`src/rtl/bridge_pkg.sv`:
```
// Shared definitions for the AHB-to-APB bridge: sequencer states, peripheral
// count, bridge address window and AHB HTRANS encodings.
package bridge_pkg;

  localparam int NSEL = 3;

  localparam logic [31:0] BRIDGE_BASE  = 32'h8000_0000;
  localparam logic [31:0] BRIDGE_LIMIT = 32'h8BFF_FFFF;

  localparam logic [1:0] HTRANS_IDLE   = 2'b00;
  localparam logic [1:0] HTRANS_BUSY   = 2'b01;
  localparam logic [1:0] HTRANS_NONSEQ = 2'b10;
  localparam logic [1:0] HTRANS_SEQ    = 2'b11;

  typedef enum logic [2:0] {
    ST_IDLE    = 3'd0,
    ST_WWAIT   = 3'd1,
    ST_WSETUP  = 3'd2,
    ST_WACCESS = 3'd3,
    ST_RSETUP  = 3'd4,
    ST_RACCESS = 3'd5
  } state_e;

  function automatic logic in_bridge_range(input logic [31:0] addr);
    return (addr >= BRIDGE_BASE) && (addr <= BRIDGE_LIMIT);
  endfunction

endpackage

```
`src/rtl/apb_fsm_controller.sv`:
```
// APB master sequencer: turns one qualified AHB transfer at a time into an
// APB SETUP/ACCESS pair, stalling the AHB side through hready_out.
module apb_fsm_controller #(
  parameter int ADDR_W = 32,
  parameter int DATA_W = 32,
  parameter int NSEL   = 3
) (
  input  logic              hclk,
  input  logic              hreset,
  input  logic              valid,
  input  logic              hwrite,
  input  logic [ADDR_W-1:0] haddr,
  input  logic [DATA_W-1:0] hwdata,
  input  logic [NSEL-1:0]   temp_sel,
  input  logic              pready,
  input  logic [DATA_W-1:0] prdata,
  output logic [NSEL-1:0]   psel,
  output logic              penable,
  output logic              pwrite,
  output logic [ADDR_W-1:0] paddr,
  output logic [DATA_W-1:0] pwdata,
  output logic              hready_out,
  output logic [DATA_W-1:0] hrdata
);
  import bridge_pkg::*;

  state_e            r_state;
  state_e            w_next;
  state_e            w_start;
  logic              w_hready;
  logic              w_accept;
  logic              w_sel_on;
  logic              w_en_on;
  logic              w_wr_on;
  logic [NSEL-1:0]   w_sel_nxt;
  logic [NSEL-1:0]   r_sel;
  logic [NSEL-1:0]   r_psel;
  logic              r_penable;
  logic              r_pwrite;
  logic [ADDR_W-1:0] r_paddr;
  logic [DATA_W-1:0] r_pwdata;

  always_ff @(posedge hclk or posedge hreset) begin
    if (hreset) r_state <= ST_IDLE;
    else        r_state <= w_next;
  end

  always_comb begin
    w_next  = r_state;
    w_start = hwrite ? ST_WWAIT : ST_RSETUP;
    case (r_state)
      ST_IDLE:    if (valid) w_next = w_start;
      ST_WWAIT:   w_next = ST_WSETUP;
      ST_WSETUP:  w_next = ST_WACCESS;
      ST_RSETUP:  w_next = ST_RACCESS;
      ST_WACCESS,
      ST_RACCESS: if (pready) w_next = valid ? w_start : ST_IDLE;
      default:    w_next = ST_IDLE;
    endcase
  end

  // APB controls are registered from the next state so they change on the edge
  // that enters SETUP/ACCESS; hready_out is the only combinational handshake.
  always_comb begin
    w_hready = 1'b0;
    case (r_state)
      ST_IDLE:                w_hready = 1'b1;
      ST_WACCESS, ST_RACCESS: w_hready = pready;
      default:                w_hready = 1'b0;
    endcase
    w_accept = valid & w_hready;
    w_sel_on = (w_next == ST_WSETUP) || (w_next == ST_WACCESS) ||
               (w_next == ST_RSETUP) || (w_next == ST_RACCESS);
    w_en_on  = (w_next == ST_WACCESS) || (w_next == ST_RACCESS);
    w_wr_on  = (w_next == ST_WSETUP) || (w_next == ST_WACCESS);
  end

  // A read goes straight to SETUP, so its select must bypass r_sel.
  assign w_sel_nxt = w_accept ? temp_sel : r_sel;

  always_ff @(posedge hclk or posedge hreset) begin
    if (hreset) begin
      r_sel     <= '0;
      r_psel    <= '0;
      r_penable <= 1'b0;
      r_pwrite  <= 1'b0;
      r_paddr   <= '0;
      r_pwdata  <= '0;
    end else begin
      r_sel     <= w_sel_nxt;
      r_psel    <= w_sel_on ? w_sel_nxt : '0;
      r_penable <= w_en_on;
      r_pwrite  <= w_wr_on;
      if (w_accept)            r_paddr  <= haddr;
      if (r_state == ST_WWAIT) r_pwdata <= hwdata;
    end
  end

  assign psel       = r_psel;
  assign penable    = r_penable;
  assign pwrite     = r_pwrite;
  assign paddr      = r_paddr;
  assign pwdata     = r_pwdata;
  assign hready_out = w_hready;
  assign hrdata     = prdata;

endmodule
```
`config.mk`:
```
export PLATFORM = sky130hd
export DESIGN_NAME = apb_fsm_controller
export DESIGN_NICKNAME = d
export VERILOG_FILES = /design/src/rtl/bridge_pkg.sv /design/src/rtl/apb_fsm_controller.sv
export SDC_FILE = /design/constraint.sdc
export NUM_CORES = 1
export LEC_CHECK = 0
export CAP_MARGIN = 30
export CELL_PAD_IN_SITES_DETAIL_PLACEMENT = 1
export CELL_PAD_IN_SITES_GLOBAL_PLACEMENT = 1
export CORE_UTILIZATION = 29
export DETAILED_ROUTE_END_ITERATION = 16
export GPL_TIMING_DRIVEN = 0
export PLACE_DENSITY_LB_ADDON = 0.25
export SYNTH_ARGS = -nofsm -noshare
export SYNTH_HDL_FRONTEND = slang
export SYNTH_SLANG_ARGS = --single-unit
export TNS_END_PERCENT = 50
```
`constraint.sdc`:
```
create_clock -name hclk -period 4.93 [get_ports hclk]
set_clock_uncertainty 0.05 [all_clocks]
set_input_delay 1.479 -clock hclk [delete_from_list [all_inputs] [get_ports hclk]]
set_output_delay 1.479 -clock hclk [all_outputs]
set_load 0.005 [all_outputs]
```
==> run_1/cell_classes.png <==
Fill, decap, tap and diode cells in gray.
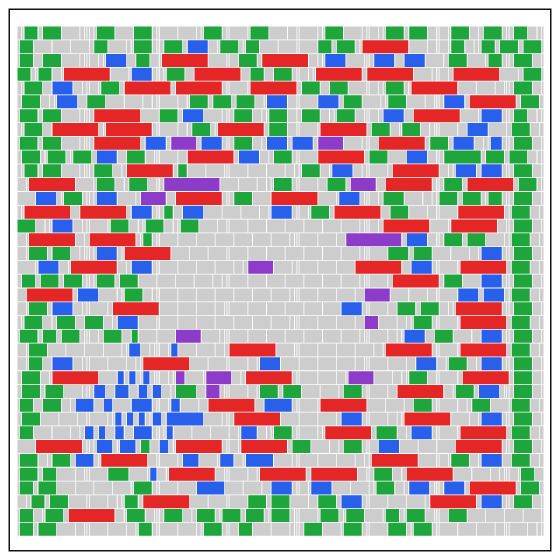
| color | class | cells | share of their area |
|---|---|---|---|
| green | other buffers and delay cells | 216 | 40% |
| red | flip-flops | 75 | 37% |
| blue | all other logic | 99 | 19% |
| purple | clock drivers and dummy loads | 14 | 4.0% |
row count: 37
sequential share of cell area: 0.354
Final Util: 0.506

==> run_1/final_placement.png <==
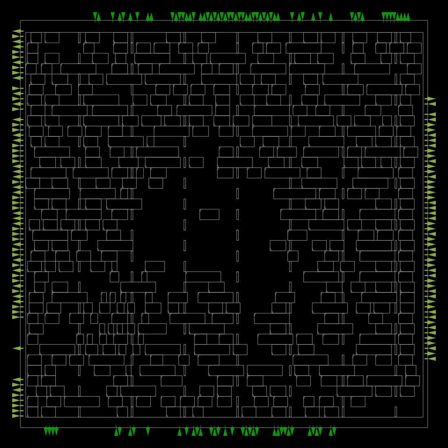
Tapcells: 136
core area: 10500 µm²
fin cells: 540
Flops: 75
Fillers: 1089

==> out/metrics.csv, run 1 <==
stage,metric,value,unit
outcome,status,"complete, no violations",
critical_path,"Req. time, crit path",3.40,ns
critical_path,reg-to-reg startpoint,r_state[0],
final_layout,layout cells sized above 1,0.314,
logic_synthesis,Synth top cells by count,"dfrtp_1 (75), mux2_2 (62), buf_4 (32)",
global_route,antenna violations before repair,0,
min_path,Worst Hold Path Cells,1,
logic_synthesis,flip-flops with a built-in enable,0,
critical_path,crit path capture,hready_out,
critical_path,kind of critical path,in2out,
drt,via count,2354,
critical_path,Worst setup EP type,output port,
floorplanning,FP Util,0.303,
sta,Max Fclk,228,MHz
final_layout,logic share of the area,0.180,
clock_network,Root Buffer,clkbuf_8,
sta,slack of the critical path,0.541,ns
global_route,GRT Overall Usage,0.144,
logic_synthesis,ys cells,216,
global_route,GRT overflow,0,
logic_synthesis,Post-synth ARST share,1.00,
final_layout,fin area,5300,µm²
critical_path,"setup slack, reg-to-reg",2.90,ns
drt,Routed Antenna Nets,0,
power_and_ir_drop,Pleak,0.00223,µW
sta,setup tns final,0,ns
final_layout,mi-comb count,95,
final_layout,logic area,956,µm²
logic_synthesis,Cell Type Count,26,
placed_design,placed cells,526,
sta,Fin Hold WS,0.440,ns
clock_network,total CTS buffers,9,
sta,minimum clock period,4.39,ns
logic_synthesis,main area contributors,"dfrtp_1 (59%), mux2_2 (22%), buf_4 (7.6%), buf_6 (1.8%), mux2_4 (1.4%)",
final_layout,Nets,505,
final_layout,final antenna diode count,0,
logic_synthesis,Mapped Avg Cell Area,14.7,µm²
final_layout,final-layout clock-cell area share,0.0385,
power_and_ir_drop,Pwr per Cell Area,580,nW/µm²
global_route,vias in the first global route,2560,
final_layout,# clk buffers,9,
sta,Tcrit/Tclk final,0.890,
critical_path,CP startpoint kind,input pin,
placed_design,placer congestion estimate,0.661,
sta,Setup-failing EPs final,0,
logic_synthesis,register share after synthesis,0.592,
final_layout,register area,1880,µm²
clock_network,"Setup Fix Bufs, Post-CTS",0,
final_layout,non-clk buf share,0.391,
clock_network,Skew-Pair Late Insertion Delay,0.34,ns
sta,Slew headroom,0.664,
min_path,Worst Hold Class,reg2reg,
floorplanning,die extent in y,107,µm
clock_network,hold buffers post-CTS,0,
critical_path,crit-path max FO,5,
sta,Hold Fails Final Rpt,0,
placed_design,post-DP HPWL,6.15,mm
clock_network,H-tree levels,3,
min_path,startpoint of the worst hold path,pwdata[14],
==> run_1/port_nets.png <==
Scale bar: 20 µm.
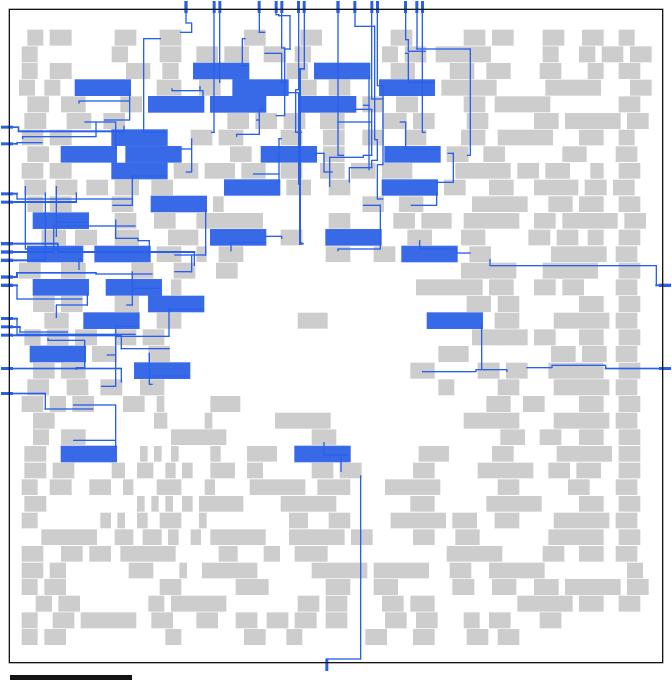
| color | port | direction | edge | end cells | buffers | wire |
|---|---|---|---|---|---|---|
| blue | pwdata | output | 15 top, 14 left, 2 right, 1 bottom | 32 | 32 | 1120 µm |
Port Buffer Count: 173
IO Count: 206

## run 1: state kept, by name (all words and copies together) (netlist names)
signal / count
r_sel: 3
penable: 1
r_state: 3
paddr: 32
pwrite: 1
pwdata: 32
psel: 3
## run 1: layer usage
metal / GRT usage / up-vias / share of wire
met3: 0.0503 / 16 / 0.094
li1: - / 1071 / -
met2: 0.243 / 128 / 0.49
met1: 0.165 / 1139 / 0.39
met4: 0.0597 / 0 / 0.021
met5: 0 / - / 0
## run 1: cells in the final DEF (no fill, tap or decap)
cell / count
mux2_1: 2
or3_4: 1
bufinv_16: 2
a21oi_1: 2
a21boi_0: 1
nor2_1: 3
o32ai_1: 1
nand2b_1: 1
nand2_1: 4
xnor2_1: 1
clkinv_2: 1
and2_1: 1
nand3_1: 3
clkbuf_8: 9
buf_4: 32
inv_1: 3
buf_12: 1
a22o_2: 1
mux2_2: 62
clkdlybuf4s50_1: 173
and2b_1: 1
mux2_4: 3
buf_6: 5
buf_2: 3
clkbuf_2: 1
o21ai_0: 3
inv_4: 1
clkbuf_1: 1
clkinvlp_4: 2
o211a_1: 2
o22ai_4: 1
and2b_2: 2
dfrtp_1: 75
## run 1: cell families (layout without fill, tap and decap cells)
family	Yosys count	in the layout	synth area share
muxes	67	67	0.242
buffers and inverters	46	234	0.106
and+or+nand+nor	16	16	0.0284
AOI/OAI and AO/OA	11	11	0.0288
DFF	75	75	0.592
xor gates and xnor gates	1	1	0.00277
## run 1: where the power goes
group          internal [µW]  switching, µW
Sequential               937            144
Combinational           1020            474
Clock                    279            220
Total                   2230            838
## run 1: worst max-delay path, cell delays in order
cell and delay, ns:
clkdlybuf4s50_1 0.57, nand2_1 0.09, o21ai_0 0.19, clkdlybuf4s50_1 0.53
==> run 1 -> run 2 <==
--- a/config.mk
+++ b/config.mk
@@ -5,13 +5,14 @@
 export SDC_FILE = /design/constraint.sdc
 export NUM_CORES = 1
 export LEC_CHECK = 0
-export CAP_MARGIN = 30
+export CAP_MARGIN = 20
 export CELL_PAD_IN_SITES_DETAIL_PLACEMENT = 1
 export CELL_PAD_IN_SITES_GLOBAL_PLACEMENT = 1
 export CORE_UTILIZATION = 29
 export DETAILED_ROUTE_END_ITERATION = 16
 export GPL_TIMING_DRIVEN = 0
 export PLACE_DENSITY_LB_ADDON = 0.25
+export RECOVER_POWER = 50
 export SYNTH_ARGS = -nofsm -noshare
 export SYNTH_HDL_FRONTEND = slang
 export SYNTH_SLANG_ARGS = --single-unit
==> run_2/cell_classes.png <==
Fill, decap, tap and diode cells in gray.
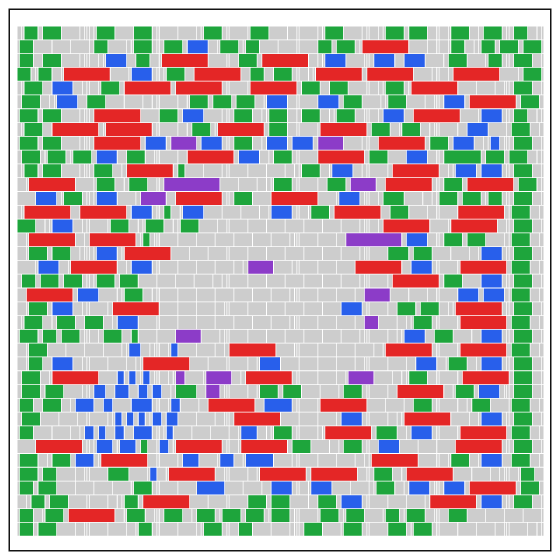
| color | class | cells | share of their area |
|---|---|---|---|
| red | flip-flops | 75 | 37% |
| purple | clock drivers and dummy loads | 14 | 4.0% |
| blue | all other logic | 99 | 19% |
| green | other buffers and delay cells | 216 | 40% |

==> out/metrics.csv, run 2 <==
stage,metric,value,unit,change
floorplanning,row count,37,,unchanged
run,max-cap violation count,1,,
critical_path,Worst EP arrival,2.93,ns,
logic_synthesis,Post-synth ARST share,1.00,,unchanged
floorplanning,IO Count,206,,unchanged
critical_path,"Req. time, crit path",3.40,ns,about the same
floorplanning,die extent in y,107,µm,unchanged
global_route,vias in the first global route,2560,,unchanged
clock_network,"Setup Fix Bufs, Post-CTS",0,,unchanged
critical_path,Worst setup EP type,output port,,
power_and_ir_drop,switching power,829,µW,-1.1%
sta,Fin Hold WS,0.440,ns,-0.0000390 ns
floorplanning,core area,10500,µm²,unchanged
final_layout,logic area,942,µm²,-1.4%
power_and_ir_drop,Pleak,0.00221,µW,-0.56%
logic_synthesis,main area contributors,"dfrtp_1 (59%), mux2_2 (22%), buf_4 (7.6%), buf_6 (1.8%), mux2_4 (1.4%)",,
final_layout,layout cells sized above 1,0.302,,-0.0124
clock_network,H-tree levels,3,,unchanged
clock_network,hold buffers post-CTS,0,,unchanged
logic_synthesis,register share after synthesis,0.592,,unchanged
logic_synthesis,Cell Type Count,26,,unchanged
logic_synthesis,ys cells,216,,unchanged
placed_design,post-DP HPWL,6.15,mm,unchanged
sta,Tcrit/Tclk final,0.905,,+0.0150
outcome,failing checks,"capacitance limit, slew limit",,
final_layout,final antenna diode count,0,,unchanged
final_layout,fin area,5280,µm²,-0.38%
floorplanning,Die W,107,µm,
power_and_ir_drop,Worst VDD drop,234,µV,
final_layout,register area,1880,µm²,unchanged
final_layout,Nets,505,,unchanged
sta,"Slew Viols, Final",38,,
logic_synthesis,"count leader, synth",dfrtp_1,,
critical_path,crit-path max FO,5,,unchanged
min_path,Worst Hold Path Cells,1,,unchanged
global_route,GRT overflow,0,,unchanged
critical_path,CP startpoint kind,input pin,,
sta,Slew headroom,-0.196,,-0.859
power_and_ir_drop,part of the power in registers,0.356,,+0.004
logic_synthesis,flip-flops with a built-in enable,0,,unchanged
sta,setup tns final,0,ns,unchanged
power_and_ir_drop,Int Power,2200,µW,-1.3%
clock_network,Root Buffer,clkbuf_8,,
sta,Setup-failing EPs final,0,,unchanged
drt,Routed Antenna Nets,0,,unchanged
logic_synthesis,Mapped Avg Cell Area,14.7,µm²,unchanged
critical_path,crit path max-delay cell type,dlygate4sd3_1,,
min_path,Worst Hold Class,reg2reg,,
clock_network,Skew-Pair Late Insertion Delay,0.34,ns,about the same
final_layout,Fillers,1095,,+0.55%
sta,slack of the critical path,0.467,ns,-0.0740 ns
final_layout,most frequent logic cell in the layout,clkdlybuf4s50_1,,
power_and_ir_drop,Clk pwr share,0.164,,+0.002
power_and_ir_drop,Pwr per Cell Area,575,nW/µm²,-0.88%
sta,Hold Fails Final Rpt,0,,unchanged
power_and_ir_drop,Sw Share,0.274,,+0.000554
placed_design,placer congestion estimate,0.661,,unchanged
outcome,status,finished with violations,,
sta,minimum clock period,4.46,ns,+0.0740 ns
placed_design,Port Buffer Count,173,,unchanged
placed_design,placed cells,526,,unchanged
sta,Max Fclk,224,MHz,-1.7%
final_layout,most frequent cells in the layout,"clkdlybuf4s50_1 (155), dfrtp_1 (75), mux2_2 (62), buf_4 (32), dlygate4sd3_1 (18)",,
final_layout,Syn-to-layout area delta,66.5,%,
sta,actual slew at the worst max-slew pin,1.78,ns,
floorplanning,FP Util,0.303,,unchanged
critical_path,kind of critical path,in2out,,
final_layout,fin cells,540,,unchanged
final_layout,Final Util,0.504,,-0.00191
power_and_ir_drop,combinational power share,0.480,,-0.005
critical_path,Worst Reg-to-Reg Cells,5,,
critical_path,"Cell Chain, Critical Path",dlygate4sd3_1 -> nand2_1 -> o21ai_0 -> clkdlybuf4s50_1,,
==> run_2/wire_density.png <==
21 x 21 tiles, from dark blue (low) to red (high), scaled to the fullest tile. Values are wire area over tile area, all layers added.
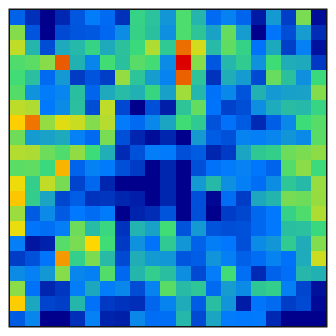
nearly empty tiles: 5.0%
fullest tile: 0.36
mean over tiles: 0.12
emptiest ninth of the die: center
Post-Route WL: 7.95 mm
wire per inst: 14.7 µm
GRT Overall Usage: 0.144
via count: 2355

-- run 2: layer usage --
| layer | track usage | share of wire | wire, µm | vias up |
|---|---|---|---|---|
| li1 | - | - | - | 1071 |
| met1 | 0.165 | 0.39 | 3110 | 1140 |
| met2 | 0.243 | 0.49 | 3930 | 128 |
| met3 | 0.0503 | 0.094 | 749 | 16 |
| met4 | 0.0597 | 0.021 | 169 | 0 |
| met5 | 0 | 0 | 0 | - |
-- run 2: worst paths after layout --
path                       startpoint  slack (ns)          to
setup / recovery               pready        0.47  hready_out
hold / removal             pwdata[14]        0.44  pwdata[14]
setup reg to reg           r_state[2]        2.37   paddr[18]
hold reg to reg            pwdata[14]        0.44  pwdata[14]
max in group asynchronous      hreset        1.99    paddr[1]
min in group asynchronous      hreset        1.98   paddr[19]
-- run 2: power by group through the flow --
stage	Clock (µW)	Combinational (µW)	Sequential (µW)
3_5_place_dp	0	1510	1100
6_report	499	1450	1080
3_3_place_gp	0	1480	1080
4_1_cts	522	1520	1090
2_1_floorplan	0	671	1110
5_1_grt	550	1580	1130
-- run 2: logic make-up after synthesis --
kind of cell | count (synthesis) | synth area share
AOI/OAI and AO/OA | 11 | 0.0288
and+or+nand+nor | 16 | 0.0284
muxes | 67 | 0.242
buffers and inverters | 46 | 0.106
DFF | 75 | 0.592
xor gates and xnor gates | 1 | 0.00277
-- run 2: critical path: cells and delay by family --
| kind | cells | cell delay, ns |
|---|---|---|
| buf+inv | 2 | 1.17 |
| compound gates | 1 | 0.19 |
| simple gates | 1 | 0.09 |
-- run 2: area by class of cell --
class | instances | area share
inverters | 4 | 0.00308
multi-input cells | 95 | 0.179
well taps | 136 | 0.0323
repair buffers | 174 | 0.332
clock buffers | 9 | 0.0235
plain buffers | 42 | 0.0598
flip-flops and latches | 75 | 0.356
clock inverters | 5 | 0.0152
==> run 2 -> run 3 <==
--- a/config.mk
+++ b/config.mk
@@ -8,7 +8,8 @@
 export CAP_MARGIN = 20
 export CELL_PAD_IN_SITES_DETAIL_PLACEMENT = 1
 export CELL_PAD_IN_SITES_GLOBAL_PLACEMENT = 1
-export CORE_UTILIZATION = 29
+export CORE_UTILIZATION = 30
+export CTS_BUF_LIST = sky130_fd_sc_hd__clkbuf_4 sky130_fd_sc_hd__clkbuf_8
 export DETAILED_ROUTE_END_ITERATION = 16
 export GPL_TIMING_DRIVEN = 0
 export PLACE_DENSITY_LB_ADDON = 0.25
==> run_3/pdn.png <==
Scale bar: 20 µm. Pins as bars on the die edge. Tap cells in gray.
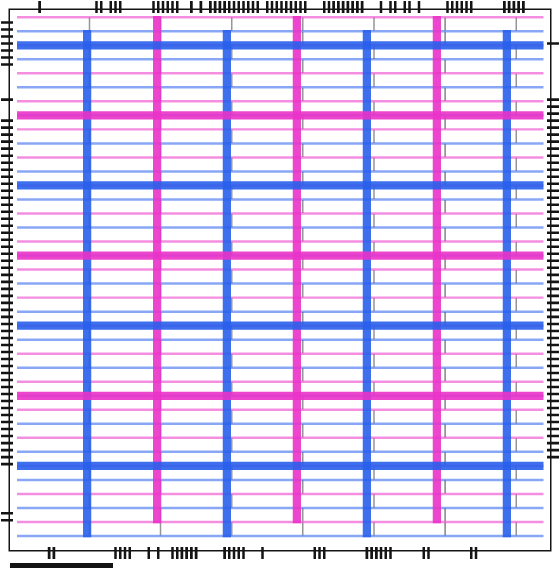
| color | net |
|---|---|
| blue | VSS |
| magenta | VDD |
signal pins: 206
met1 rails: 38
tap cells: 136

==> out/metrics.csv, run 3 <==
stage,metric,value,unit,change
power_and_ir_drop,Pwr per Cell Area,568,nW/µm²,-1.1%
min_path,Worst Hold Class,reg2reg,,
sta,Setup-failing EPs final,0,,unchanged
critical_path,worst r2r dst,psel[0],,
final_layout,most frequent cells in the layout,"clkdlybuf4s50_1 (157), dfrtp_1 (75), mux2_2 (61), buf_4 (32), dlygate4sd3_1 (16)",,
sta,minimum clock period,4.42,ns,-0.0412 ns
final_layout,Syn-to-layout area delta,65.6,%,
placed_design,Port Buffer Count,173,,unchanged
min_path,end of the worst hold path,r_sel[2],,
sta,Hold Fails Final Rpt,0,,unchanged
clock_network,"Setup Fix Bufs, Post-CTS",0,,unchanged
sta,Max Fclk,226,MHz,+0.93%
floorplanning,row count,37,,unchanged
critical_path,Critical Path Source,pready,,
power_and_ir_drop,Sw Share,0.278,,+0.00470
sta,Slew headroom,0.0916,,+0.287
logic_synthesis,Cell Type Count,26,,unchanged
min_path,Worst Hold Path Cells,1,,unchanged
floorplanning,IO Count,206,,unchanged
global_route,GRT overflow,0,,unchanged
critical_path,kind of critical path,in2out,,
placed_design,post-DP HPWL,5.76,mm,-6.3%
final_layout,final antenna diode count,0,,unchanged
sta,Tcrit/Tclk final,0.897,,-0.00836
drt,via count,2350,,-0.21%
sta,setup tns final,0,ns,unchanged
final_layout,fin cells,542,,+0.37%
logic_synthesis,flip-flops with a built-in enable,0,,unchanged
critical_path,"setup slack, reg-to-reg",2.43,ns,+0.06 ns
power_and_ir_drop,switching power,830,µW,about the same
run,max-cap violation count,0,,-1
critical_path,Worst setup EP type,output port,,
clock_network,hold buffers post-CTS,0,,unchanged
final_layout,fin area,5250,µm²,-0.55%
clock_network,post-cts resize count,0,,
logic_synthesis,register share after synthesis,0.592,,unchanged
final_layout,most frequent logic cell in the layout,clkdlybuf4s50_1,,
global_route,GRT Overall Usage,0.145,,+0.00144
logic_synthesis,"count leader, synth",dfrtp_1,,
final_layout,Fillers,1061,,-3.1%
logic_synthesis,Yosys chip area,3170,µm²,
power_and_ir_drop,Seq power,1070,µW,about the same
critical_path,CP startpoint kind,input pin,,
drt,Post-Route WL,7.59,mm,-4.6%
critical_path,reg-to-reg startpoint,r_state[2],,
critical_path,Worst EP arrival,2.89,ns,-0.04 ns
final_layout,Nets,505,,unchanged
logic_synthesis,Mapped Avg Cell Area,14.7,µm²,unchanged
critical_path,Worst Reg-to-Reg Cells,5,,unchanged
outcome,status,"complete, no violations",,
clock_network,H-tree levels,3,,unchanged
final_layout,logic area,935,µm²,-0.80%
floorplanning,core area,10300,µm²,-1.8%
clock_network,Root Buffer,clkbuf_8,,
final_layout,register area,1880,µm²,unchanged
logic_synthesis,main area contributors,"dfrtp_1 (59%), mux2_2 (22%), buf_4 (7.6%), buf_6 (1.8%), mux2_4 (1.4%)",,
placed_design,placer congestion estimate,0.708,,+7.1%
global_route,vias in the first global route,2578,,+0.70%
logic_synthesis,ys cells,216,,unchanged
floorplanning,FP Util,0.308,,+0.00546
power_and_ir_drop,Pleak,0.00220,µW,-0.78%
power_and_ir_drop,Clk pwr share,0.159,,-0.005
power_and_ir_drop,Pwr top,combinational logic,,
floorplanning,die extent in y,105,µm,-1.7%
placed_design,placed cells,526,,unchanged
sta,actual slew at the worst max-slew pin,1.36,ns,-0.429 ns
critical_path,"Req. time, crit path",3.40,ns,about the same
floorplanning,Die W,105,µm,-1.7%
floorplanning,chip area,11000,µm²,
power_and_ir_drop,Comb. pwr,1430,µW,about the same
power_and_ir_drop,Worst VDD drop,202,µV,-14%
clock_network,Skew-Pair Late Insertion Delay,0.34,ns,about the same
drt,wire per inst,14.0,µm,-4.9%
power_and_ir_drop,clk pwr,473,µW,-5.2%
min_path,startpoint of the worst hold path,r_sel[2],,
power_and_ir_drop,Int Power,2150,µW,-2.3%
sta,"Slew Viols, Final",0,,-100%
power_and_ir_drop,combinational power share,0.481,,about the same
==> run_3/port_nets.png <==
Scale bar: 20 µm.
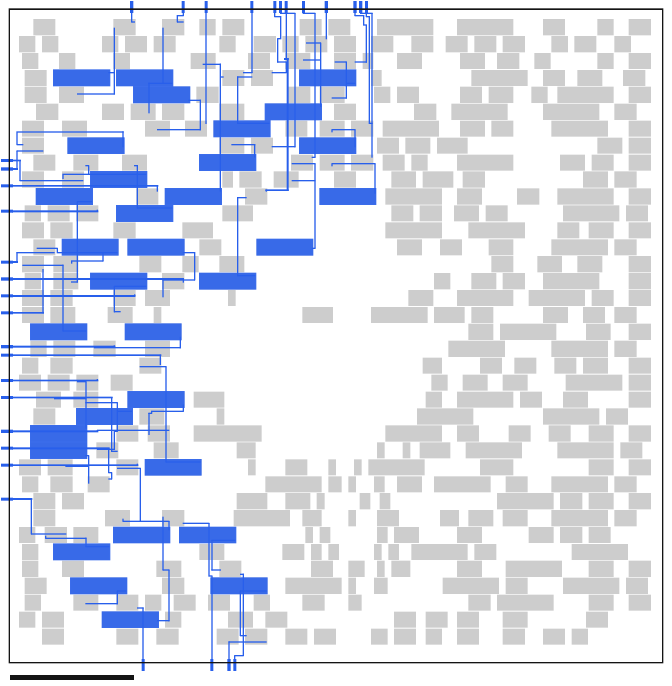
| color | port | direction | edge | end cells | buffers | wire |
|---|---|---|---|---|---|---|
| blue | pwdata | output | 16 left, 12 top, 4 bottom | 32 | 32 | 1030 µm |

## run 3: cell counts after synthesis
No cell type changed its count.
## run 3: worst max-delay path: stages
cell and delay [ns]:
dlygate4sd3_1 0.62, nand2_1 0.08, o21ai_0 0.18, clkdlybuf4s50_1 0.53
## run 3: layer usage
| layer | vias to the layer above | track usage | share of wire |
|---|---|---|---|
| met1 | 1142 | 0.173 | 0.40 |
| met3 | 12 | 0.0512 | 0.095 |
| li1 | 1071 | - | - |
| met2 | 125 | 0.235 | 0.48 |
| met5 | - | 0 | 0 |
| met4 | 0 | 0.0644 | 0.020 |
## run 3: cells by family after synthesis
family                 synth area share
AND-OR/OR-AND                    0.0288
XOR/XNOR                        0.00277
buffers and inverters             0.106
flip-flops                        0.592
multiplexers                      0.242
AND/OR/NAND/NOR                  0.0284
## run 3: worst max-delay path by stage
stage	to	cells past startpoint
2_1_floorplan	paddr[0]	1
3_3_place_gp	pwdata[14]	2
3_5_place_dp	hready_out	4
4_1_cts	hready_out	4
5_1_grt	hready_out	4
6_report	hready_out	4
## run 3: stage by stage
step | utilization | hold slack [ns] | setup WS [ns]
6_report | 0.511 | 0.435 | 0.508
5_1_grt | 0.511 | 0.464 | 0.451
4_1_cts | 0.515 | 0.444 | 0.559
3_5_place_dp | 0.496 | 0.424 | 0.549
3_3_place_gp | 0.493 | 0.419 | 0.0620
2_1_floorplan | - | 0.415 | 1.49
## run 3: area by class of cell
cell class | instances | share of cell area
well taps | 136 | 0.0324
repair buffers | 174 | 0.331
inverters | 4 | 0.00310
clock inverters | 6 | 0.0126
clock buffers | 10 | 0.0250
plain buffers | 42 | 0.0601
flip-flops and latches | 75 | 0.358
multi-input cells | 95 | 0.178
No activity file was given, so power comes from the tool's default toggle rates.
